--- src/rtl/kbd_report_decoder_if.sv ---
// rtl/kbd_report_decoder_if.sv - byte/char handshake bundle for kbd_report_decoder
//
// Signals:
//   rx_valid   one-cycle strobe: rx_data holds a new byte from the SPI slave
//   rx_data    received byte
//   char_data  ASCII character at the FIFO head
//   char_valid FIFO not empty
//   char_ready consumer accepts char_data when char_valid && char_ready
//
// Modports:
//   slave  - decoder side (consumes bytes, produces chars)
//   master - environment side (produces bytes, consumes chars)

interface kbd_report_decoder_if;
    logic       rx_valid;
    logic [7:0] rx_data;
    logic [7:0] char_data;
    logic       char_valid;
    logic       char_ready;

    modport slave (
        input  rx_valid,
        input  rx_data,
        input  char_ready,
        output char_data,
        output char_valid
    );

    modport master (
        output rx_valid,
        output rx_data,
        output char_ready,
        input  char_data,
        input  char_valid
    );
endinterface

--- src/rtl/kbd_report_decoder.sv ---
// rtl/kbd_report_decoder.sv - HID boot-keyboard report parser, new-key detect, ASCII FIFO
//
// Parses framed boot-keyboard reports (cmd, modifier, reserved, key0..key5)
// arriving from the SPI slave, emits ASCII for newly pressed keys into a
// first-word-fall-through FIFO, and reports {ovf, caps, count} as status.
//
// Optional feature macro: KBD_CAPSLOCK_EN (usage 0x39 toggles caps lock).
//
// Ports:
//   clk       system clock
//   reset     asynchronous active-high reset
//   spi_ss    raw SPI slave select (active low, asynchronous)
//   ovf_clr   one-cycle pulse clearing the sticky overflow flag
//   bus       kbd_report_decoder_if.slave: rx_valid/rx_data in,
//             char_data/char_valid out, char_ready in
//   status    {ovf, caps, count[5:0]}
//   caps_led  caps-lock state

module kbd_report_decoder #(
    parameter int         FIFO_DEPTH = 8,
    parameter logic [7:0] CMD_KBD    = 8'h01
) (
    input  logic                 clk,
    input  logic                 reset,
    input  logic                 spi_ss,
    input  logic                 ovf_clr,
    kbd_report_decoder_if.slave  bus,
    output logic [7:0]           status,
    output logic                 caps_led
);

    localparam int         AW      = $clog2(FIFO_DEPTH);
    localparam logic [5:0] DEPTH_C = 6'(FIFO_DEPTH);

    typedef enum logic [1:0] {IDLE, RECV, SCAN, COMMIT} state_t;

    // ------------------------------------------------------------------
    // spi_ss synchroniser and edge detect (idle level is high)
    // ------------------------------------------------------------------
    logic ss_meta, ss_sync, ss_prev;
    logic frame_start, frame_end;

    always_ff @(posedge clk or posedge reset) begin
        if (reset) begin
            ss_meta <= 1'b1;
            ss_sync <= 1'b1;
            ss_prev <= 1'b1;
        end else begin
            ss_meta <= spi_ss;
            ss_sync <= ss_meta;
            ss_prev <= ss_sync;
        end
    end

    assign frame_start = ss_prev & ~ss_sync;
    assign frame_end   = ~ss_prev & ss_sync;

    // ------------------------------------------------------------------
    // Byte receiver. Only shift/ctrl are kept from the modifier byte.
    // key5 is never stored: it is byte8 itself and is taken from rx_data
    // in the cycle the report completes.
    // ------------------------------------------------------------------
    logic       frame_active;
    logic       cmd_ok;
    logic [3:0] byte_idx;
    logic       rx_shift, rx_ctrl;
    logic [7:0] rx_key [5];
    logic       rx_take;
    logic       frame_done;
    logic       rollover;

    assign rx_take = bus.rx_valid && frame_active && !frame_start && !frame_end;

    always_ff @(posedge clk or posedge reset) begin
        if (reset) begin
            frame_active <= 1'b0;
            cmd_ok       <= 1'b0;
            byte_idx     <= 4'd0;
            rx_shift     <= 1'b0;
            rx_ctrl      <= 1'b0;
            for (int i = 0; i < 5; i++) rx_key[i] <= 8'h00;
        end else if (frame_start) begin
            frame_active <= 1'b1;
            cmd_ok       <= 1'b0;
            byte_idx     <= 4'd0;
        end else if (frame_end) begin
            frame_active <= 1'b0;
        end else if (rx_take) begin
            // Saturate past byte8 so trailing bytes are ignored.
            if (byte_idx != 4'd9) byte_idx <= byte_idx + 4'd1;
            case (byte_idx)
                4'd0: cmd_ok <= (bus.rx_data == CMD_KBD);
                4'd1: if (cmd_ok) begin
                    rx_shift <= bus.rx_data[1] | bus.rx_data[5];
                    rx_ctrl  <= bus.rx_data[0] | bus.rx_data[4];
                end
                4'd3: if (cmd_ok) rx_key[0] <= bus.rx_data;
                4'd4: if (cmd_ok) rx_key[1] <= bus.rx_data;
                4'd5: if (cmd_ok) rx_key[2] <= bus.rx_data;
                4'd6: if (cmd_ok) rx_key[3] <= bus.rx_data;
                4'd7: if (cmd_ok) rx_key[4] <= bus.rx_data;
                default: ;
            endcase
        end
    end

    assign frame_done = rx_take && cmd_ok && (byte_idx == 4'd8);

    always_comb begin
        rollover = (bus.rx_data == 8'h01);
        for (int i = 0; i < 5; i++) rollover = rollover && (rx_key[i] == 8'h01);
    end

    // ------------------------------------------------------------------
    // Scan datapath
    // ------------------------------------------------------------------
    state_t     state, state_n;
    logic       load_scan, commit, push_req;
    logic [7:0] scan_key [6];
    logic [7:0] prev_key [6];
    logic       scan_shift, scan_ctrl;
    logic [2:0] scan_idx;
    logic [7:0] cur_key;
    logic       key_new;
    logic [8:0] map_res;
    logic       caps;

    always_comb begin
        cur_key = 8'h00;
        case (scan_idx)
            3'd0: cur_key = scan_key[0];
            3'd1: cur_key = scan_key[1];
            3'd2: cur_key = scan_key[2];
            3'd3: cur_key = scan_key[3];
            3'd4: cur_key = scan_key[4];
            3'd5: cur_key = scan_key[5];
            default: cur_key = 8'h00;
        endcase
    end

    always_comb begin
        key_new = (cur_key != 8'h00);
        for (int i = 0; i < 6; i++) key_new = key_new && (prev_key[i] != cur_key);
    end

    // Returns {mapped, ascii}; mapped=0 for usages that produce no char.
    function automatic logic [8:0] map_usage(input logic [7:0] u, input logic shift,
                                             input logic ctrl, input logic caps_on);
        logic [7:0] off;
        off       = u - 8'h04;
        map_usage = 9'h000;
        if (u >= 8'h04 && u <= 8'h1D) begin
            if (ctrl)                 map_usage = {1'b1, off + 8'h01};
            else if (shift ^ caps_on) map_usage = {1'b1, off + 8'h41};
            else                      map_usage = {1'b1, off + 8'h61};
        end else if (u >= 8'h1E && u <= 8'h27) begin
            if (shift) begin
                case (u)
                    8'h1E: map_usage = {1'b1, 8'h21};
                    8'h1F: map_usage = {1'b1, 8'h40};
                    8'h20: map_usage = {1'b1, 8'h23};
                    8'h21: map_usage = {1'b1, 8'h24};
                    8'h22: map_usage = {1'b1, 8'h25};
                    8'h23: map_usage = {1'b1, 8'h5E};
                    8'h24: map_usage = {1'b1, 8'h26};
                    8'h25: map_usage = {1'b1, 8'h2A};
                    8'h26: map_usage = {1'b1, 8'h28};
                    default: map_usage = {1'b1, 8'h29};
                endcase
            end else if (u == 8'h27) begin
                map_usage = {1'b1, 8'h30};
            end else begin
                map_usage = {1'b1, u + 8'h13};
            end
        end else begin
            case (u)
                8'h28: map_usage = {1'b1, 8'h0D};
                8'h29: map_usage = {1'b1, 8'h1B};
                8'h2A: map_usage = {1'b1, 8'h08};
                8'h2B: map_usage = {1'b1, 8'h09};
                8'h2C: map_usage = {1'b1, 8'h20};
                default: map_usage = 9'h000;
            endcase
        end
    endfunction

    assign map_res = map_usage(cur_key, scan_shift, scan_ctrl, caps);

    // ------------------------------------------------------------------
    // FSM
    // ------------------------------------------------------------------
    always_ff @(posedge clk or posedge reset) begin
        if (reset) state <= IDLE;
        else       state <= state_n;
    end

`ifdef KBD_CAPSLOCK_EN
    logic caps_toggle;
`endif

    always_comb begin
        state_n   = state;
        load_scan = 1'b0;
        commit    = 1'b0;
        push_req  = 1'b0;
`ifdef KBD_CAPSLOCK_EN
        caps_toggle = 1'b0;
`endif
        case (state)
            IDLE: if (frame_start) state_n = RECV;
            RECV: begin
                // A rollover report is dropped whole; the table stays as it was.
                if (frame_done) begin
                    if (rollover) begin
                        state_n = IDLE;
                    end else begin
                        load_scan = 1'b1;
                        state_n   = SCAN;
                    end
                end
            end
            SCAN: begin
                push_req = key_new && map_res[8];
`ifdef KBD_CAPSLOCK_EN
                caps_toggle = key_new && (cur_key == 8'h39);
`endif
                if (scan_idx == 3'd5) state_n = COMMIT;
            end
            COMMIT: begin
                commit  = 1'b1;
                state_n = IDLE;
            end
            default: state_n = IDLE;
        endcase
    end

    always_ff @(posedge clk or posedge reset) begin
        if (reset) begin
            scan_idx   <= 3'd0;
            scan_shift <= 1'b0;
            scan_ctrl  <= 1'b0;
            for (int i = 0; i < 6; i++) begin
                scan_key[i] <= 8'h00;
                prev_key[i] <= 8'h00;
            end
        end else begin
            if (load_scan) begin
                for (int i = 0; i < 5; i++) scan_key[i] <= rx_key[i];
                scan_key[5] <= bus.rx_data;
                scan_shift  <= rx_shift;
                scan_ctrl   <= rx_ctrl;
                scan_idx    <= 3'd0;
            end else if (state == SCAN) begin
                scan_idx <= scan_idx + 3'd1;
            end
            if (commit) begin
                for (int i = 0; i < 6; i++) prev_key[i] <= scan_key[i];
            end
        end
    end

`ifdef KBD_CAPSLOCK_EN
    // Toggled at the scan cycle of 0x39, so later letters in the same
    // report already see the new state.
    always_ff @(posedge clk or posedge reset) begin
        if (reset)            caps <= 1'b0;
        else if (caps_toggle) caps <= ~caps;
    end
`else
    assign caps = 1'b0;
`endif

    assign caps_led = caps;

    // ------------------------------------------------------------------
    // Character FIFO with registered head (first word fall through)
    // ------------------------------------------------------------------
    logic [7:0]    mem [FIFO_DEPTH];
    logic [AW-1:0] wr_ptr, rd_ptr, rd_n;
    logic [5:0]    count, count_n, remain;
    logic [7:0]    head_q, head_n;
    logic          ovf;
    logic          do_pop, do_push, full, ovf_set;

    assign full    = (count == DEPTH_C);
    assign do_pop  = (count != 6'd0) && bus.char_ready;
    // When full, a same-cycle pop frees the slot the push lands in.
    assign do_push = push_req && (!full || do_pop);
    assign ovf_set = push_req && full && !do_pop;
    assign count_n = count + 6'(do_push) - 6'(do_pop);
    assign rd_n    = do_pop ? rd_ptr + AW'(1) : rd_ptr;
    assign remain  = count - 6'(do_pop);

    always_comb begin
        head_n = head_q;
        if (do_push && remain == 6'd0) head_n = map_res[7:0];
        else if (count_n != 6'd0)      head_n = mem[rd_n];
    end

    always_ff @(posedge clk) begin
        if (do_push) mem[wr_ptr] <= map_res[7:0];
    end

    always_ff @(posedge clk or posedge reset) begin
        if (reset) begin
            wr_ptr <= '0;
            rd_ptr <= '0;
            count  <= 6'd0;
            head_q <= 8'h00;
            ovf    <= 1'b0;
        end else begin
            if (do_push) wr_ptr <= wr_ptr + AW'(1);
            rd_ptr <= rd_n;
            count  <= count_n;
            head_q <= head_n;
            if (ovf_set)      ovf <= 1'b1;
            else if (ovf_clr) ovf <= 1'b0;
        end
    end

    assign bus.char_data  = head_q;
    assign bus.char_valid = (count != 6'd0);
    assign status         = {ovf, caps, count};

endmodule

--- src/flat_wrapper.sv ---
// flat-port wrapper written by rule: the top's interface ports become plain ports
module kbd_report_decoder_flat 
#(
    parameter int         FIFO_DEPTH = 8,
    parameter logic [7:0] CMD_KBD    = 8'h01
)
  (clk, reset, spi_ss, ovf_clr, status, caps_led, bus_rx_valid, bus_rx_data, bus_char_ready, bus_char_data, bus_char_valid);
  kbd_report_decoder_if bus_i ();
  input  logic clk;
  input  logic reset;
  input  logic spi_ss;
  input  logic ovf_clr;
  output logic [7:0] status;
  output logic caps_led;
  input wire logic [$bits(bus_i.rx_valid)-1:0] bus_rx_valid;
  input wire logic [$bits(bus_i.rx_data)-1:0] bus_rx_data;
  input wire logic [$bits(bus_i.char_ready)-1:0] bus_char_ready;
  output wire logic [$bits(bus_i.char_data)-1:0] bus_char_data;
  output wire logic [$bits(bus_i.char_valid)-1:0] bus_char_valid;
  assign bus_i.rx_valid = bus_rx_valid;
  assign bus_i.rx_data = bus_rx_data;
  assign bus_i.char_ready = bus_char_ready;
  assign bus_char_data = bus_i.char_data;
  assign bus_char_valid = bus_i.char_valid;
  kbd_report_decoder #(.FIFO_DEPTH(FIFO_DEPTH), .CMD_KBD(CMD_KBD)) u_core (.clk(clk), .reset(reset), .spi_ss(spi_ss), .ovf_clr(ovf_clr), .bus(bus_i), .status(status), .caps_led(caps_led));
endmodule
--- config.mk ---
export PLATFORM = sky130hd
export DESIGN_NAME = kbd_report_decoder_flat
export DESIGN_NICKNAME = d
export VERILOG_FILES = /design/src/rtl/kbd_report_decoder_if.sv /design/src/rtl/kbd_report_decoder.sv /design/src/flat_wrapper.sv
export SDC_FILE = /design/constraint.sdc
export NUM_CORES = 1
export LEC_CHECK = 0
export ABC_AREA = 0
export CORE_ASPECT_RATIO = 0.9
export CORE_MARGIN = 2
export CORE_UTILIZATION = 49
export DETAILED_ROUTE_END_ITERATION = 10
export HOLD_SLACK_MARGIN = 0.15
export PLACE_DENSITY_LB_ADDON = 0.2
export SLEW_MARGIN = 0
export SYNTH_ARGS = -nofsm -noshare
export SYNTH_HDL_FRONTEND = slang
export SYNTH_SLANG_ARGS = --single-unit
--- constraint.sdc ---
create_clock -name clk -period 16.65 [get_ports clk]
set_clock_uncertainty 0.1 [all_clocks]
set_input_delay 3.33 -clock clk [delete_from_list [all_inputs] [get_ports clk]]
set_output_delay 3.33 -clock clk [all_outputs]
set_load 0.03 [all_outputs]
Fig. 1: run 1, M1 wires
Scale bar: 50 um. Supply wires on this layer in gray.
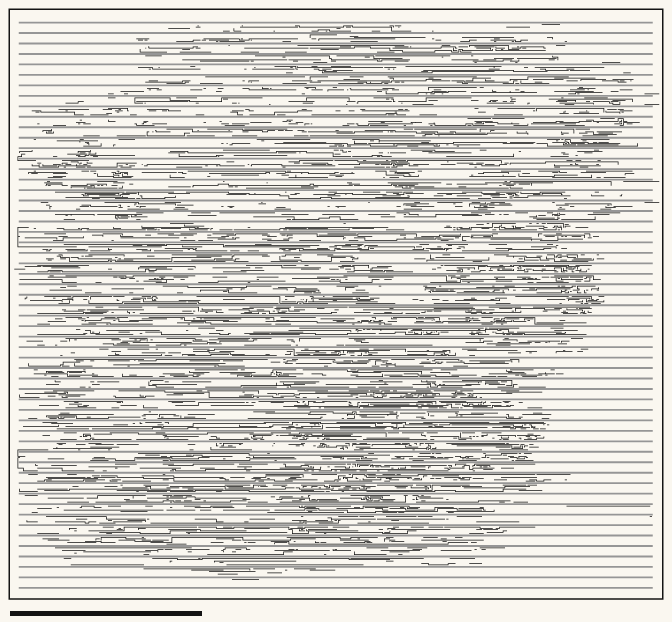
- wire length on this layer: 14300 um
- nets with wire on the layer: 941
- main direction: horizontal
GR Layer Usage met1: 0.371
DR vias: 8107

Fig. 2: run 1, metal 2
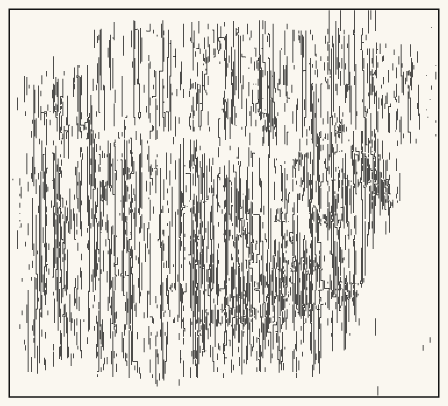
- wire length on this layer: 12700 um
- share of all routed wire: 43%
- main direction: vertical
- longest straight run: 57.5 um
final wirelength: 29700 um
met2 GRT Util: 0.330

==> run summary, run 1 <==
Setup violators final -> 0
Clk buf depth -> 3
Seq group -> 0.976 mW
DR top layer -> met4
Async S/R FF share, synth -> 0.732
Hold depth -> 0
Sequential share of power -> 0.350
FMAX -> 132 MHz
Top reg by flops -> u_core.mem
CP required -> 16.97 ns
Area delta synth->final -> 12.2%
Clock sink count -> 239
Vias in the first global route -> 7846
Non-clock buffering overhead -> 0.0298
MUX share of area -> 0.184
Status -> finished clean
DRT met1 WL -> 14300 um
Setup WS pre-CTS -> 9.28 ns
Post-Syn Area per Cell -> 12.7 um2
Logic Gate Count -> 632
Die Span X -> 169 um
Top cells by count, synth -> dfrtp_1 (172), mux2_2 (144), edfxtp_1 (64), nand2_1 (50), nor2_1 (40)
Gate power share -> 0.441
Fig. 3: run 1, M3 wires
Scale bar: 50 um.
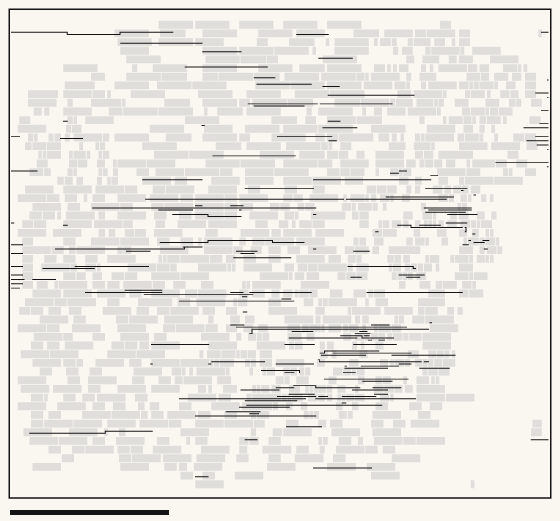
- wire length on this layer: 2030 um
- share of all routed wire: 6.8%
GR Util met3: 0.0396

Fig. 4: run 1, clock nets
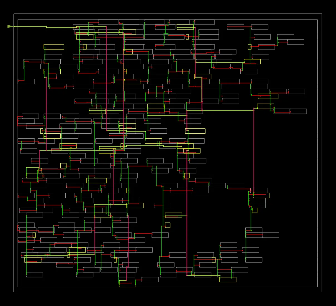

--- run 2 (diff from run 1) ---
clock period = 6.1 ns   (was 16.65 ns; I/O delays follow)
Fig. 5: run 2, clock nets
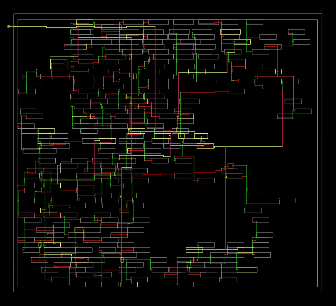
clk pwr: 1.55 mW
TritonCTS buffer count: 25
clock sink count: 239

Fig. 6: run 2, M3 wires
Scale bar: 50 um.
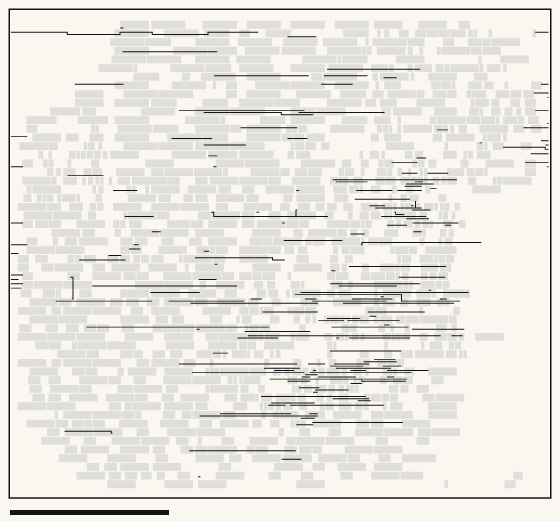
- wire length on this layer: 2150 um
- share of all routed wire: 7.3%
- nets with wire on the layer: 121
- longest straight run: 60.3 um
GR Util met3: 0.0370
final wirelength: 29500 um

==> run summary, run 2 <==
Top reg by flops -> u_core.mem (unchanged)
Non-clock buffering overhead -> 0.0390 (was 0.0298)
Met2 GRT Util -> 0.337 (was 0.330)
Storage element area -> 6300 um2 (unchanged)
Post-Syn Area per Cell -> 12.7 um2 (unchanged)
Hold depth -> 0 (unchanged)
R2R Path End -> u_core.bus.char_data[0]$_DFFE_PP0P_ (was u_core.bus.char_data[3]$_DFFE_PP0P_)
GR Layer Usage met1 -> 0.378 (was 0.371)
Max_slew headroom -> 0.233 (was 0.229)
Setup violators final -> 0 (unchanged)
Core Footprint -> 24200 um2 (unchanged)
Status -> finished clean (unchanged)
Area delta synth->final -> 13.2% (was 12.2%)
Gate power share -> 0.455 (was 0.441)
Buffers excl. clock -> 58 (was 44)
Inserted Diodes -> 0 (unchanged)
Clk_buf instances -> 33 (unchanged)
DRT met1 WL -> 14200 um (was 14300 um)
Async S/R FF share, synth -> 0.732 (unchanged)
Largest regs -> u_core.mem x64, u_core.prev_key x48, u_core.scan_key x48 (unchanged)
Top cells by count, synth -> dfrtp_1 (172), mux2_2 (144), edfxtp_1 (64), nand2_1 (50), nor2_1 (40) (unchanged)
# fillers -> 2017 (was 2018)
Min Tclk post-route -> 5.63 ns (was 7.55 ns)
Die Span X -> 169 um (unchanged)
Remaining Overflow, GRT -> 0 (unchanged)
DR top layer -> met4 (unchanged)
FMAX -> 178 MHz (was 132 MHz)
Clk buf depth -> 3 (unchanged)
Net Sw Frac -> 0.392 (was 0.393)
Seq group -> 2.63 mW (was 0.976 mW)
MUX share of area -> 0.184 (unchanged)
Fig. 7: run 2, signal wires on met4
Supply wires on this layer in gray.
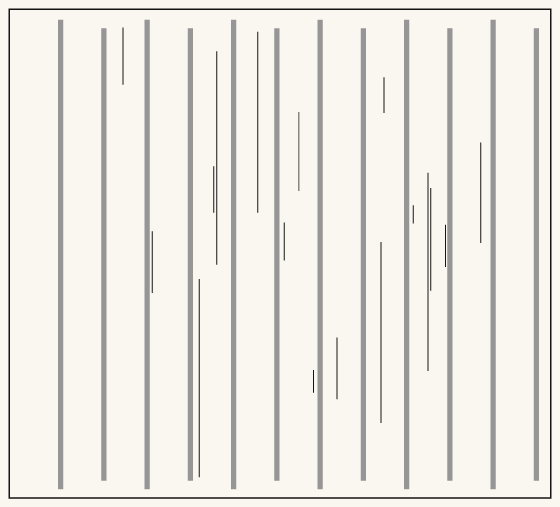
- main direction: vertical
- longest straight run: 66.6 um
- nets with wire on the layer: 10
DR vias: 8089

Fig. 8: run 2, M1 wires
Scale bar: 50 um. Supply wires on this layer in gray.
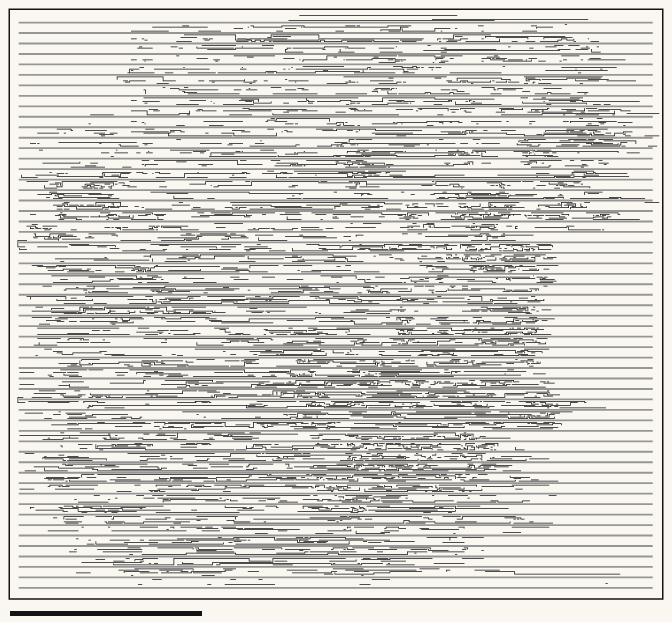

--- run 3 (diff from run 2) ---
CTS_CLUSTER_DIAMETER = 120   (was unset)
SLEW_MARGIN = 40   (was 0)
Fig. 9: run 3, M1 wires
Scale bar: 50 um. Supply wires on this layer in gray.
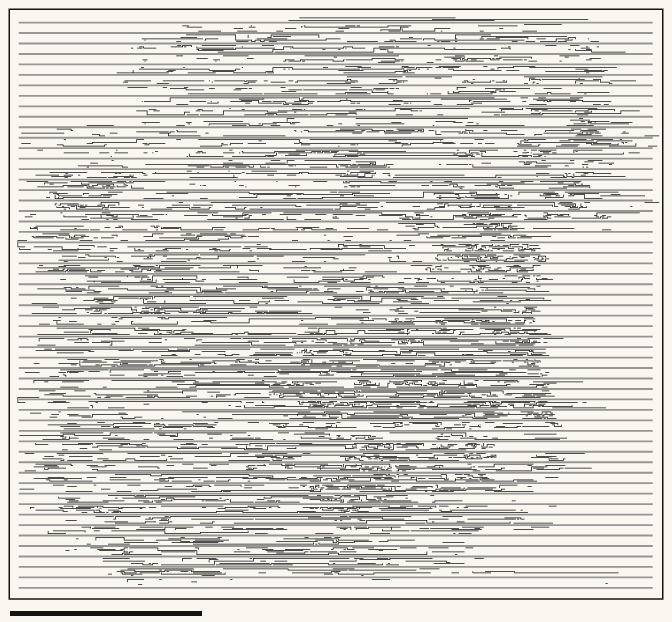
- longest straight run: 68.1 um
- nets with wire on the layer: 941
- wire length on this layer: 14500 um
- share of all routed wire: 49%
- main direction: horizontal
DR vias: 8004
final wirelength: 29500 um
GR Layer Usage met1: 0.373

Fig. 10: run 3, M3 wires
Scale bar: 50 um.
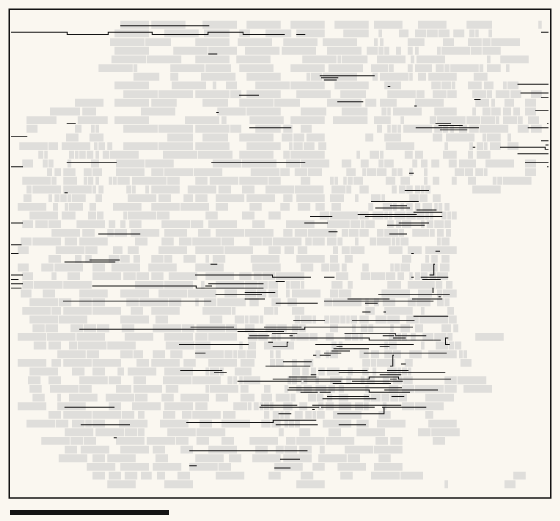
- nets with wire on the layer: 111
- longest straight run: 70.6 um
- main direction: horizontal
- wire length on this layer: 1880 um
- share of all routed wire: 6.4%

Fig. 11: run 3, signal wires on met4
Supply wires on this layer in gray.
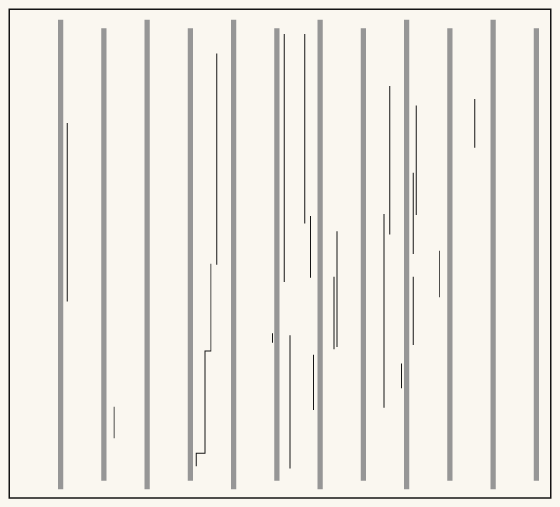
- nets with wire on the layer: 14
- longest straight run: 77.5 um
- wire length on this layer: 698 um
- main direction: vertical

==> run summary, run 3 <==
Status -> finished clean (unchanged)
Max_slew headroom -> 0.548 (was 0.233)
Net Sw Frac -> 0.397 (was 0.392)
Async S/R FF share, synth -> 0.732 (unchanged)
Top cells by count, synth -> dfrtp_1 (172), mux2_2 (144), edfxtp_1 (64), nand2_1 (50), nor2_1 (40) (unchanged)
Setup violators final -> 0 (unchanged)
Inserted Diodes -> 0 (unchanged)
Setup WS pre-CTS -> 0.334 ns (about the same)
Clk pwr -> 1.43 mW (was 1.55 mW)
Min Tclk post-route -> 5.64 ns (was 5.63 ns)
Area delta synth->final -> 12.9% (was 13.2%)
Hold depth -> 0 (unchanged)
Largest regs -> u_core.mem x64, u_core.prev_key x48, u_core.scan_key x48 (unchanged)
Storage element area -> 6300 um2 (unchanged)
Met2 GRT Util -> 0.332 (was 0.337)
MUX share of area -> 0.184 (unchanged)
FMAX -> 177 MHz (was 178 MHz)
Seq group -> 2.63 mW (about the same)
Core Footprint -> 24200 um2 (unchanged)
Logic Gate Count -> 632 (unchanged)
Power is estimated from default activity; no workload was simulated.
